Fig. 1: run 1, signal wires by layer
(4 px per um) Two of the layers only.
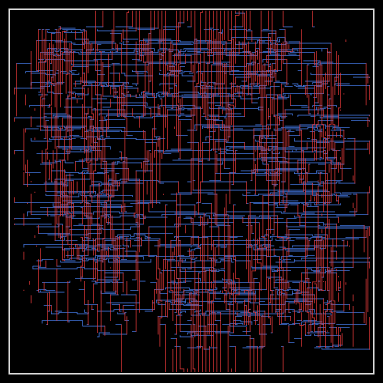
Fig. 2: run 1, placed cells, one colour a class
(3 px per um)
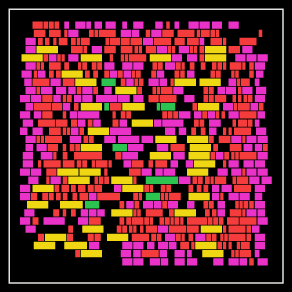
Fig. 3: run 1, sequential cells grouped by signal name
(6 px per um)
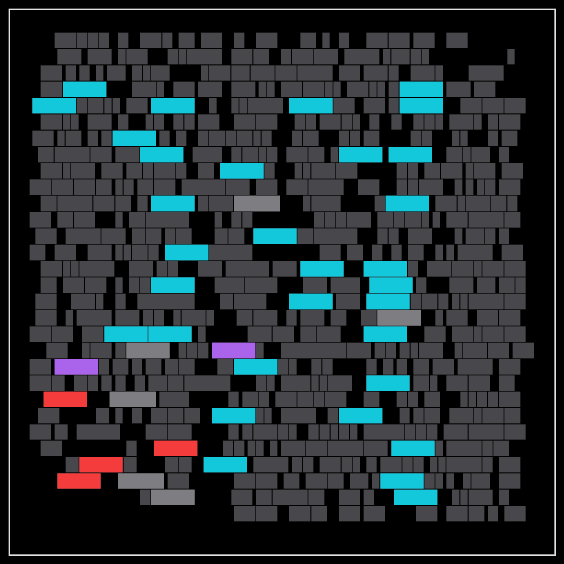
`config.mk`:
```
export PLATFORM = sky130hd
export DESIGN_NAME = interrupt_controller
export DESIGN_NICKNAME = d
export VERILOG_FILES = /design/src/rtl/interrupt_controller.sv
export SDC_FILE = /design/constraint.sdc
export NUM_CORES = 1
export LEC_CHECK = 0
export ABC_CLOCK_PERIOD_IN_PS = 2200
export CAP_MARGIN = 40
export CORE_MARGIN = 3
export CORE_UTILIZATION = 41
export DETAILED_ROUTE_END_ITERATION = 8
export HOLD_SLACK_MARGIN = 0.12
export PLACE_DENSITY = 0.78
export SETUP_SLACK_MARGIN = 0.02
export SLEW_MARGIN = 30
export SYNTH_ARGS = -nofsm -noshare
export SYNTH_HDL_FRONTEND = slang
export SYNTH_SLANG_ARGS = --single-unit
```
`constraint.sdc`:
```
create_clock -name CLK -period 2.2 [get_ports CLK]
set_input_delay 0.44 -clock CLK [delete_from_list [all_inputs] [get_ports CLK]]
set_output_delay 0.44 -clock CLK [all_outputs]
set_load 0.02 [all_outputs]
```
`src/rtl/interrupt_controller.sv`:
```
// Interrupt controller for a single-cycle CPU. Detects rising edges on the IRQ
// lines and holds them as pending requests. When interrupts are enabled it
// redirects the next PC to the ISR vector and saves the return address, then
// restores that address on RETI. Only one ISR runs at a time.
module interrupt_controller #(
  parameter int unsigned N_IRQ = 4
) (
  input  logic             CLK,
  input  logic             RST,
  input  logic [N_IRQ-1:0] IRQ,
  input  logic             IE_SET,
  input  logic             IE_CLR,
  input  logic             RETI,
  input  logic             STALL,
  input  logic [31:0]      PC_NEXT,
  input  logic [31:0]      VECTOR,
  output logic [31:0]      PC_OUT,
  output logic             PC_SEL,
  output logic [31:0]      EPC,
  output logic [2:0]       CAUSE,
  output logic             IN_ISR,
  output logic             IE
);

  typedef enum logic {
    IDLE   = 1'b0,
    ACTIVE = 1'b1
  } state_t;

  state_t             state_q, state_d;
  logic               ie_q, ie_d;
  logic [N_IRQ-1:0]   pending_q, pending_d;
  logic [N_IRQ-1:0]   irq_prev_q;
  logic [31:0]        epc_q, epc_d;
  logic [2:0]         cause_q, cause_d;

  logic [N_IRQ-1:0]   edges;
  logic [2:0]         sel_idx;
  logic               take;
  logic               ret;

  // Lowest-numbered pending line wins (index 0 is the highest priority).
  always_comb begin
    logic found;
    sel_idx = '0;
    found   = 1'b0;
    for (int unsigned i = 0; i < N_IRQ; i++) begin
      if (pending_q[i] && !found) begin
        sel_idx = 3'(i);
        found   = 1'b1;
      end
    end
  end

  // Take only acts on already-registered requests; a same-cycle edge waits a cycle.
  always_comb begin
    edges = IRQ & ~irq_prev_q;
    take  = (state_q == IDLE) && ie_q && (|pending_q) && !STALL;
    ret   = (state_q == ACTIVE) && RETI && !STALL;
  end

  // Next-state, pending/EPC/CAUSE updates and PC override.
  always_comb begin
    state_d   = state_q;
    pending_d = pending_q;
    epc_d     = epc_q;
    cause_d   = cause_q;
    PC_SEL    = 1'b0;
    PC_OUT    = PC_NEXT;

    unique case (state_q)
      IDLE: begin
        if (take) begin
          PC_SEL             = 1'b1;
          PC_OUT             = VECTOR;
          epc_d              = PC_NEXT;
          cause_d            = sel_idx;
          pending_d[sel_idx] = 1'b0;
          state_d            = ACTIVE;
        end
      end
      ACTIVE: begin
        if (ret) begin
          PC_SEL  = 1'b1;
          PC_OUT  = epc_q;
          state_d = IDLE;
        end
      end
      default: state_d = IDLE;
    endcase

    // Edges are merged after the clear so a fresh edge on the line being taken keeps it pending.
    pending_d = pending_d | edges;
  end

  // Global enable: clear dominates set.
  always_comb begin
    ie_d = ie_q;
    if (IE_CLR) begin
      ie_d = 1'b0;
    end else if (IE_SET) begin
      ie_d = 1'b1;
    end
  end

  // State registers; irq_prev resets high so lines already asserted give no edge.
  always_ff @(posedge CLK) begin
    if (RST) begin
      state_q    <= IDLE;
      ie_q       <= 1'b0;
      pending_q  <= '0;
      irq_prev_q <= '1;
      epc_q      <= '0;
      cause_q    <= '0;
    end else begin
      state_q    <= state_d;
      ie_q       <= ie_d;
      pending_q  <= pending_d;
      irq_prev_q <= IRQ;
      epc_q      <= epc_d;
      cause_q    <= cause_d;
    end
  end

  // Registered status outputs.
  always_comb begin
    EPC    = epc_q;
    CAUSE  = cause_q;
    IN_ISR = (state_q == ACTIVE);
    IE     = ie_q;
  end

endmodule

```
==> flow_summary.ini, run 1 <==
; yosys + openroad results
[run_status]
run_status = complete, but fails checks
violations = negative setup slack

[final_timing]
finalWorstPathRequiredPeriod_ns = 2.29
max_freq_mhz = 436
post-route-period-util_pct = 104
minimum_setup_slack_in_the_final_design_ns = -0.0939
setup-violations-final = 32
fin_hold_ws_ns = 0.476
setup_skew_after_layout_ns = 0.00463
fin_setup_tns_ns = -1.58
finalHoldViolCount = 0
slew_viol_final = 0
grt_setup_unrepaired = true

[power_and_ir_drop]
pwr-share-clk_pct = 28.0
netSwitchingFraction_pct = 29.8
power_density_nw_per_um2 = 425
power_frac_seq_pct = 37.8
share_comb_of_total_power_pct = 34.2
leakagePower_uw = 0.00184
power.ir.vdd_worst_mv = 0.319
switchingPower_uw = 651
intPower_uw = 1530
design_power_total_uw = 2190

[global_route]
grt_start_max_net_pins = 45
grt_usage_pct = 24.8
first_global_vias = 3471
antenna_found_initial = 0
grt_first_pass_wirelength_mm = 17.1
overflow = 0

[die]
num_rows = 30
die_y_um = 90.7
chip_footprint_um2 = 8230
core-area_um2 = 6870
die-width_um = 90.7
fp_util_pct = 42.9
boundaryPins = 144

[layout]
most-common-layout-cells = 107 x clkdlybuf4s50_1, 63 x nand2_1, 63 x buf_4
post-route-util_pct = 74.9
drive_gt1_share_pct = 30.8
layout.cells.non_filler = 673
layout.cells.most_common = clkdlybuf4s50_1
fin_nets = 650
layout_stage_area_growth_over_the_synthesis_result_pct = 74.7
antenna-diode-count = 0
fillerInstances = 530
final_design_area_no_fill_um2 = 5140

[critical_path]
reg2reg_slack_ns = 0.38
critical_path.reg2reg.endpoint = CAUSE[0]$_SDFFE_PP0P_
endpoint = PC_OUT[16]
critical_path_depth = 6
path_cells = or4_4, buf_6, buf_12, nand3_1, o311ai_2, buf_2
worstSetupStartpoint = pending_q[0]$_SDFF_PP0_
r2r-start = IN_ISR$_SDFF_PP0_
cp_top_family = simple AND/OR/NAND/NOR gates
ff2ff_path_depth = 4
crit_path_end_kind = output port
worst_ep_arrival_time_ns = 1.85
timing.critical_path.buf_inv = 3
required_ns = 1.76
cpMaxStageDelayCell = or4_4
setup.worst_path.start_class = flop
critical_path_peak_fanout = 12
timing_worst_setup_path_type = reg -> out
cp_slowest_stage_delay_ns = 0.56

[detailed_routing]
drtAntennaViolNets = 0
drt_first_pass_iters = 4
drcViolationCount = 0
wirelength_mm = 10.9
via_count = 3693
detail_route.vias_per_cell = 5.49
post_drt_wl_per_cell_um = 16.2
dr.first_iter.drc_count = 175

[hold_path]
hp-start = irq_prev_q[1]$_SDFF_PP1_
hold_depth = 2
min-delay-path-class = reg -> reg
min_delay_worst_endpoint = pending_q[1]$_SDFF_PP0_

[yosys]
yosys_area_um2 = 2940
xor_area_share_pct = 0
synth-cells-yosys = 413
synth-warning-count = 0
register_share_after_synthesis_pct = 29.9
synth.mux.area_fraction_pct = 12.2
syn_avg_cell_area_um2 = 7.13
synth_adder_area_share_pct = 0
compound_area_share_pct = 23.1
simple_gate_share_pct = 24.1
synthesis.area_um2 = 2940
synthTopCellsByArea = dfxtp_1 30%, mux2_2 12%, nand3_1 11%
synth_cells = 413
cell_taking_the_most_area_after_synthesis = dfxtp_1
post_synth_num_cell_types = 28
synth_flops = 44
yosys.area.top_type_share_pct = 29.9
synth.comb.largest_family = simple AND/OR/NAND/NOR gates
postSynthNetCount = 487

[clock_network]
clk_path_buf_depth = 2
htreeDepth = 2
clock_tree_sinks = 44
clkSlewWorstSetupHoldPaths_ns = 0.08
worst_skew_pair.late_latency_ns = 0.30
root_buffer = clkbuf_8
cts_inserted_buffers = 5
cts_tree = built

[placed_design]
detailed_place_hpwl_mm = 7.21
dp.cells = 657
dpl-instance-area_um2 = 4740
gpl.final_weighted_congestion = 0.841
placement.setup.worst_slack_ns = -0.769
port_buffers = 142

[job]
drv.max_cap_violation_count = 0
openroad.warnings = 29
## Picture notes: Fig. 1
layer	colour	wire length
met1	blue	4560 um
met2	red	5380 um

## Picture notes: Fig. 2
class	colour	cells
other buffers and delay cells	magenta	201
all other logic	red	324
flip-flops	yellow	44
clock drivers and dummy loads	green	8

## Picture notes: Fig. 3
signal	colour	placed flops
`EPC`	cyan	32
`irq_prev_q`	red	4
`CAUSE`	purple	2
Seq area share: 17.2%
Seq. cell area: 885 um^2

-- run 1: area by class of cell --
cell class                      instances  area, um^2  share of cell area, %
Multi-Input combinational cell        293        2020                   39.3
Clock inverter                          2        35.0                  0.681
Inverter                               31         116                   2.26
Timing Repair Buffer                  201        1890                   36.8
Sequential cell                        44         885                   17.2
Clock buffer                            6        72.6                   1.41
Tap cell                               96         120                   2.34
-- run 1: layer usage --
metal  vias to the layer above  wire, um  GRT usage (%)
met2                       157      5380           43.6
met3                        17       733           5.17
met5                         -         0              0
li1                       1794         -              -
met1                      1725      4560           30.3
met4                         0       198           7.14
-- run 1: what timing repair did --
action / 4_1_cts / 5_1_grt
pin swaps: 6 / 3
gates cloned: 1 / 0
endpoints found under the setup margin: 33 / 33
buffers inserted: 6 / 1
resized: 239 / 35
hold buffers: 0 / 0
-- run 1: registers in the layout, summed over array words and instances, names as in the netlist --
register    flops
irq_prev_q      4
IE              1
pending_q       4
EPC            32
IN_ISR          1
CAUSE           2
-- run 1: Yosys cell counts --
master / n
o311ai_0: 30
conb_1: 1
dfxtp_1: 44
inv_1: 31
a21oi_1: 40
nand2b_1: 5
mux2_2: 32
o31ai_1: 1
nand2_1: 65
o211ai_1: 1
or2_2: 4
o21ai_0: 35
or4_1: 2
clkbuf_1: 35
o311ai_1: 1
o41ai_1: 1
buf_6: 2
buf_1: 3
buf_4: 1
nor3b_1: 1
nor2b_1: 3
buf_2: 4
nor4_4: 1
nor2_1: 4
nand3_1: 63
or3b_4: 1
nor3_1: 1
a221o_1: 1
-- run 1: power groups by stage --
stage | registers (uW) | clock network, uW | logic, uW
final | 827 | 611 | 748
after global routing | 829 | 652 | 794
after CTS | 826 | 626 | 708
after detailed placement | 844 | 0 | 687
after global placement | 843 | 0 | 679
after floorplan | 859 | 0 | 269
## Run 2: what changed since run 1
--- a/config.mk
+++ b/config.mk
@@ -5,11 +5,13 @@
 export SDC_FILE = /design/constraint.sdc
 export NUM_CORES = 1
 export LEC_CHECK = 0
+export ABC_AREA = 1
 export ABC_CLOCK_PERIOD_IN_PS = 2200
 export CAP_MARGIN = 40
 export CORE_MARGIN = 3
 export CORE_UTILIZATION = 41
 export DETAILED_ROUTE_END_ITERATION = 8
+export GPL_TIMING_DRIVEN = 1
 export HOLD_SLACK_MARGIN = 0.12
 export PLACE_DENSITY = 0.78
 export SETUP_SLACK_MARGIN = 0.02
Fig. 4: run 2, signal wires by layer
(4 px per um) Two of the layers only.
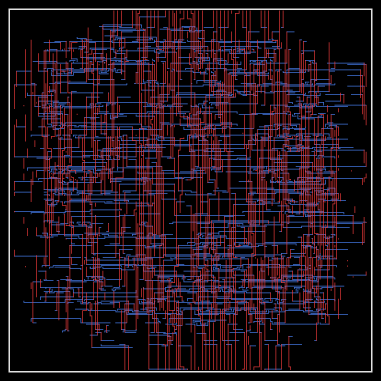
layer	colour	wire length
met1	blue	4560 um
met2	red	5650 um
via count: 3765
Routed wire per std cell: 15.6 um
global-route usage over all layers: 24.2%
wirelength, routed: 11.4 mm

==> flow_summary.ini, run 2 <==
; yosys + openroad results
[run_status]
run_status = complete, no violations

[layout]
drive_gt1_share_pct = 17.0
fin_nets = 710
fillerInstances = 547
layout_stage_area_growth_over_the_synthesis_result_pct = 78.6
antenna-diode-count = 0
post-route-util_pct = 76.1
final_design_area_no_fill_um2 = 5200
final-seq-area_um2 = 885
layout.area.comb_um2 = 1660
layout.cells.most_common = clkdlybuf4s50_1
most-common-layout-cells = 107 x clkdlybuf4s50_1, 93 x nor2_1, 75 x nand2_1
largest_reg_flops = 32

[placed_design]
port_buffers = 142
dpl-instance-area_um2 = 4540
dp.cells = 703
gpl.final_weighted_congestion = 0.807
detailed_place_hpwl_mm = 6.64
placement.setup.worst_slack_ns = -0.482

[critical_path]
cpMaxStageDelayCell = dlygate4sd2_1
worstSetupStartpoint = STALL
path_cells = dlygate4sd2_1, inv_2, buf_12, nand3_4, buf_12, clkbuf_16, nor2_1, a31oi_1, nand2_1, buf_2
required_ns = 1.76
r2r-start = IN_ISR$_SDFF_PP0_
setup.worst_path.start_class = primary input
timing_worst_setup_path_type = in -> out
critical_path_peak_fanout = 17
cp_slowest_stage_delay_ns = 0.24
worst_ep_arrival_time_ns = 1.75
crit_path_end_kind = output port
cp_common_cell = buf_12

[die]
chip_footprint_um2 = 8150
num_rows = 30
die-width_um = 90.3
die_y_um = 90.3
fp_util_pct = 42.6
boundaryPins = 144

[final_timing]
minimum_setup_slack_in_the_final_design_ns = 0.0101
slew_viol_final = 0
post-route-period-util_pct = 99.5
finalWorstPathRequiredPeriod_ns = 2.19
max_freq_mhz = 457
fin_hold_ws_ns = 0.468
setup_skew_after_layout_ns = 0.0120
finalHoldViolCount = 0
grt_setup_unrepaired = true
setup-violations-final = 0

[yosys]
synthArstFlopShare_pct = 0
synthesis.area_um2 = 2910
synth-edff-count = 0
yosys.area.top_type_share_pct = 30.3
synth-warning-count = 0
top_cell = nor2_1
post_synth_num_cell_types = 23
dominant_flop_cell = dfxtp_1
syn_avg_cell_area_um2 = 6.07
postSynthNetCount = 554
synth_flops = 44
synth.cells.most_frequent = 97 x nor2_1, 78 x nand2_1, 73 x inv_1
synthTopCellsByArea = dfxtp_1 30%, nor2_1 13%, nand2_1 10%
synth-cells-yosys = 480
cell_taking_the_most_area_after_synthesis = dfxtp_1
register_share_after_synthesis_pct = 30.3
yosys_area_um2 = 2910
synth_cells = 480

[power_and_ir_drop]
power.ir.vdd_worst_mv = 0.287
leakagePower_uw = 0.00229
power_density_nw_per_um2 = 420

[clock_network]
clkSlewWorstSetupHoldPaths_ns = 0.10
htreeDepth = 2
clock_tree_sinks = 44
cts_tree = built
root_buffer = clkbuf_8
cts_inserted_buffers = 5
clk_path_buf_depth = 2
worst_skew_pair.late_latency_ns = 0.31

[hold_path]
min-delay-path-class = reg -> reg
hp-start = CAUSE[1]$_SDFFE_PP0P_

[detailed_routing]
wl_met1_mm = 4.56
detailroute.wirelength.met3_mm = 1.01
drcViolationCount = 0
maxUsedRoutingLayer = met4
drtAntennaViolNets = 0
dr.first_iter.drc_count = 298
detailroute.wirelength.met2_mm = 5.65
detail_route.vias_per_cell = 5.14
drt_first_pass_iters = 5

[global_route]
grt_first_pass_wirelength_mm = 16.4
grt_start_max_net_pins = 37
antenna_found_initial = 0
overflow = 0
first_global_vias = 3344

[job]
drv.max_cap_violation_count = 0
openroad.warnings = 27
Fig. 5: run 2, placed standard cells
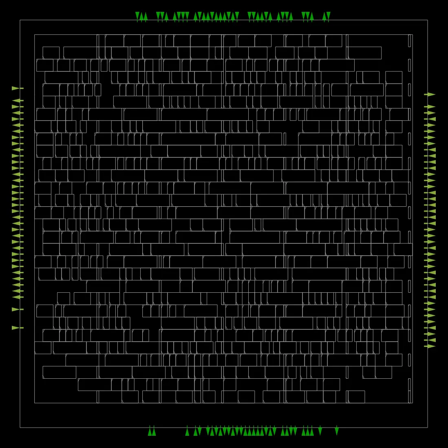
non-filler cells in the finished layout: 733
core area: 6830 um^2
seq_cells: 44
Well-Tap Cells: 96

[run 2: final timing paths]
check             slack, ns                    end  cells past startpoint
setup / recovery       0.01             PC_OUT[14]                     10
hold / removal         0.47  CAUSE[1]$_SDFFE_PP0P_                      2
setup reg to reg       0.38   EPC[21]$_SDFFE_PP0P_                      9
hold reg to reg        0.47  CAUSE[1]$_SDFFE_PP0P_                      2
[run 2: cell families after synthesis]
group           count (synthesis)  share of synthesized area, %
simple gates                  252                          39.7
buf+inv                       110                          16.0
other cells                     1                         0.129
flops                          44                          30.3
compound gates                 73                          13.9
[run 2: final cells by class]
class / instances / area share [%]
sequential: 44 / 17.0
inverter: 75 / 5.41
clock inverter: 3 / 0.914
multi-input combinational: 326 / 32.0
clock buffer: 5 / 1.32
timing repair buffer: 184 / 41.1
tap: 96 / 2.31
[run 2: what timing repair did]
item | in CTS | in global routing
resized | 177 | 29
hold buffers | 0 | 0
setup endpoints to repair | 33 | 30
pin swaps | 9 | 12
setup buffers | 6 | 4
cloned | 5 | 8
[run 2: worst max-delay path: cells and delay by family]
kind            cells  cell delay, ns
simple gates        3            0.30
buf+inv             6            0.93
compound gates      1            0.07
[run 2: per-layer routing]
metal  track usage [%]  vias to the layer above
met3              7.08                       24
met2              42.7                      199
met4              6.51                        0
met5                 0                        -
li1                  -                     1842
met1              28.7                     1700
[run 2: metrics by stage]
step / setup TNS, ns / total power [uW]
3_3_place_gp: -14.23 / 1490
6_report: 0 / 2180
2_1_floorplan: 0 / 1140
5_1_grt: -0.107 / 2280
3_5_place_dp: -14.56 / 1490
4_1_cts: 0 / 2160
[run 2: power by group]
part	leakage (uW)	switching (uW)	internal (uW)	total, uW
Sequential	0.000358	18.5	821	839
Clock	0.0000583	305	342	647
Combinational	0.00188	337	360	697
Total	0.00229	660	1520	2180
## Run 3: what changed since run 2
--- a/config.mk
+++ b/config.mk
@@ -19,3 +19,4 @@
 export SYNTH_ARGS = -nofsm -noshare
 export SYNTH_HDL_FRONTEND = slang
 export SYNTH_SLANG_ARGS = --single-unit
+export TNS_END_PERCENT = 5
Fig. 6: run 3, signal wires by layer
(4 px per um) Two of the layers only.
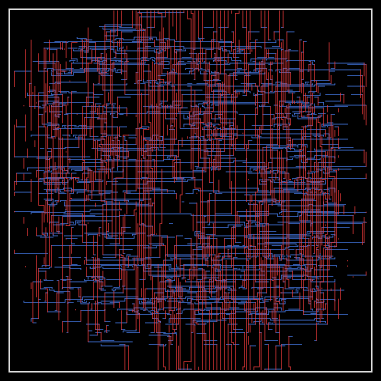
layer	colour	wire length
met2	red	5590 um
met1	blue	4570 um
Routed wire per std cell: 15.5 um
via count: 3708
wirelength, routed: 11.3 mm

==> flow_summary.ini, run 3 <==
; yosys + openroad results
[yosys]
synthTopCellsByArea = dfxtp_1 30%, nor2_1 13%, nand2_1 10%
synth.cells.most_frequent = 97 x nor2_1, 78 x nand2_1, 73 x inv_1
dominant_flop_cell = dfxtp_1
yosys_area_um2 = 2910
synth_flops = 44
postSynthNetCount = 554
cell_taking_the_most_area_after_synthesis = dfxtp_1
synth_cells = 480
synthArstFlopShare_pct = 0
syn_avg_cell_area_um2 = 6.07
post_synth_num_cell_types = 23
synth-warning-count = 0
yosys.area.top_type_share_pct = 30.3
synthesis.area_um2 = 2910
register_share_after_synthesis_pct = 30.3
top_cell = nor2_1
synth-cells-yosys = 480
synth-edff-count = 0

[placed_design]
placement.setup.worst_slack_ns = -0.482
gpl.final_weighted_congestion = 0.807
dp.cells = 703
port_buffers = 142
detailed_place_hpwl_mm = 6.64
dpl-instance-area_um2 = 4540

[power_and_ir_drop]
power_density_nw_per_um2 = 421
pwr-share-clk_pct = 29.9
leakagePower_uw = 0.00229
power.ir.vdd_worst_mv = 0.289
intPower_uw = 1520
switchingPower_uw = 661
netSwitchingFraction_pct = 30.3
power_frac_seq_pct = 38.5
share_comb_of_total_power_pct = 31.7

[critical_path]
critical_path_peak_fanout = 17
timing_worst_setup_path_type = in -> out
cpMaxStageDelayCell = dlygate4sd2_1
endpoint = PC_OUT[11]
cp_slowest_stage_delay_ns = 0.24
cp_top_family = buffers and inverters
path_cells = dlygate4sd2_1, inv_2, buf_12, nand3_4, buf_12, clkbuf_16, a31oi_1, nand2_1, buf_4
critical_path.reg2reg.endpoint = EPC[21]$_SDFFE_PP0P_
r2r-start = IN_ISR$_SDFF_PP0_
cp_common_cell = buf_12
setup.worst_path.start_class = primary input
worstSetupStartpoint = STALL
worst_ep_arrival_time_ns = 1.72
crit_path_end_kind = output port
critical_path_depth = 9
required_ns = 1.76
ff2ff_path_depth = 9
reg2reg_slack_ns = 0.40
timing.critical_path.buf_inv = 6

[final_timing]
grt_setup_unrepaired = true
max_freq_mhz = 463
setup_skew_after_layout_ns = 0.0111
post-route-period-util_pct = 98.2
finalHoldViolCount = 0
finalWorstPathRequiredPeriod_ns = 2.16
setup-violations-final = 0
slew_viol_final = 0
minimum_setup_slack_in_the_final_design_ns = 0.0387

[clock_network]
clock_tree_sinks = 44
clk_path_buf_depth = 2
cts_tree = built
root_buffer = clkbuf_8
cts_inserted_buffers = 5
postCtsResizedCells = 177
worst_skew_pair.late_latency_ns = 0.31
htreeDepth = 2
post_cts.repair.setup_buffers = 6
post_cts_hold_buffer_count = 0

[job]
openroad.warnings = 27
drv.max_cap_violation_count = 0

[layout]
layout_stage_area_growth_over_the_synthesis_result_pct = 78.0
fillerInstances = 558
drive_gt1_share_pct = 16.6
fin_nets = 710
layout.cells.non_filler = 734
layout.cells.most_common = clkdlybuf4s50_1
largest_reg_flops = 32
final_design_area_no_fill_um2 = 5180
most-common-layout-cells = 107 x clkdlybuf4s50_1, 94 x nor2_1, 75 x nand2_1

[global_route]
antenna_found_initial = 1
grt_first_pass_wirelength_mm = 16.4
grt_usage_pct = 24.2
grt_start_max_net_pins = 37
first_global_vias = 3344
overflow = 0

[die]
die_y_um = 90.3
chip_footprint_um2 = 8150
num_rows = 30
fp_util_pct = 42.6
core-area_um2 = 6830
die-width_um = 90.3

[hold_path]
min_delay_worst_endpoint = CAUSE[1]$_SDFFE_PP0P_
hp-start = CAUSE[1]$_SDFFE_PP0P_
min-delay-path-class = reg -> reg
hold_depth = 2

[detailed_routing]
drcViolationCount = 0
dr.first_iter.drc_count = 300
drt_first_pass_iters = 5
drtAntennaViolNets = 0
detail_route.vias_per_cell = 5.05

[run_status]
run_status = complete, no violations
Fig. 7: run 3, the metal 3 layer
(4 px per um)
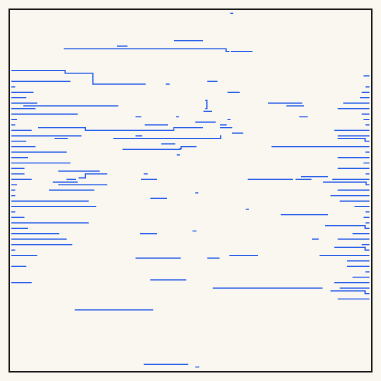
share of all routed wire	8.2%
wire length on this layer	927 um
nets with wire on the layer	113
met3 Usage GRT: 7.08%

[run 3: cell count changes in the layout (fill, tap and decap cells not counted), sizes merged]
cell	before	now
diode	0	1
[run 3: layer usage]
layer,vias to the layer above,share of wire [%],track usage [%]
li1,1840,-,-
met1,1672,40,28.7
met2,175,49,42.7
met3,21,8.2,7.08
met4,0,2.3,6.51
met5,-,0,0
[run 3: worst min-delay path, cell delays in order, from the launching register on]
cell     delay [ns]
dfxtp_1        0.32
nand2_1        0.06
a21oi_1        0.05
[run 3: final cells by class]
type                       count  area (um^2)  share of cell area, %
tap                           96          120                   2.32
antenna                        1         2.50                 0.0483
clock inverter                 3         47.5                  0.918
clock buffer                   5         68.8                   1.33
inverter                      75          282                   5.43
sequential                    44          885                   17.1
timing repair buffer         184         2130                   41.1
multi-input combinational    326         1640                   31.7
[run 3: metrics by stage]
step                      util [%]  hold WS, ns  TNS (ns)  power (uW)
after floorplan                  -        0.439         0        1140
after global placement        66.5        0.452    -14.23        1490
after detailed placement      66.5        0.456    -14.56        1490
after CTS                     70.9        0.473         0        2160
after global routing          75.8        0.501   -0.0897        2280
final                         75.8        0.468         0        2180
[run 3: cells by family (layout without fill, tap and decap cells)]
| group | count (synthesis) | count (layout) | synth area share (%) |
|---|---|---|---|
| AND/OR/NAND/NOR | 252 | 252 | 39.7 |
| AND-OR/OR-AND | 73 | 73 | 13.9 |
| other | 1 | 2 | 0.129 |
| buffers and inverters | 110 | 267 | 16.0 |
| flip-flops | 44 | 44 | 30.3 |
[run 3: power groups by stage]
stage	combinational, uW	clock, uW	sequential, uW
detailed placement	638	0	857
floorplan	268	0	876
finish	691	651	839
CTS	661	656	839
global route	741	693	843
global placement	632	0	856
Power is estimated from default activity; no workload was simulated.
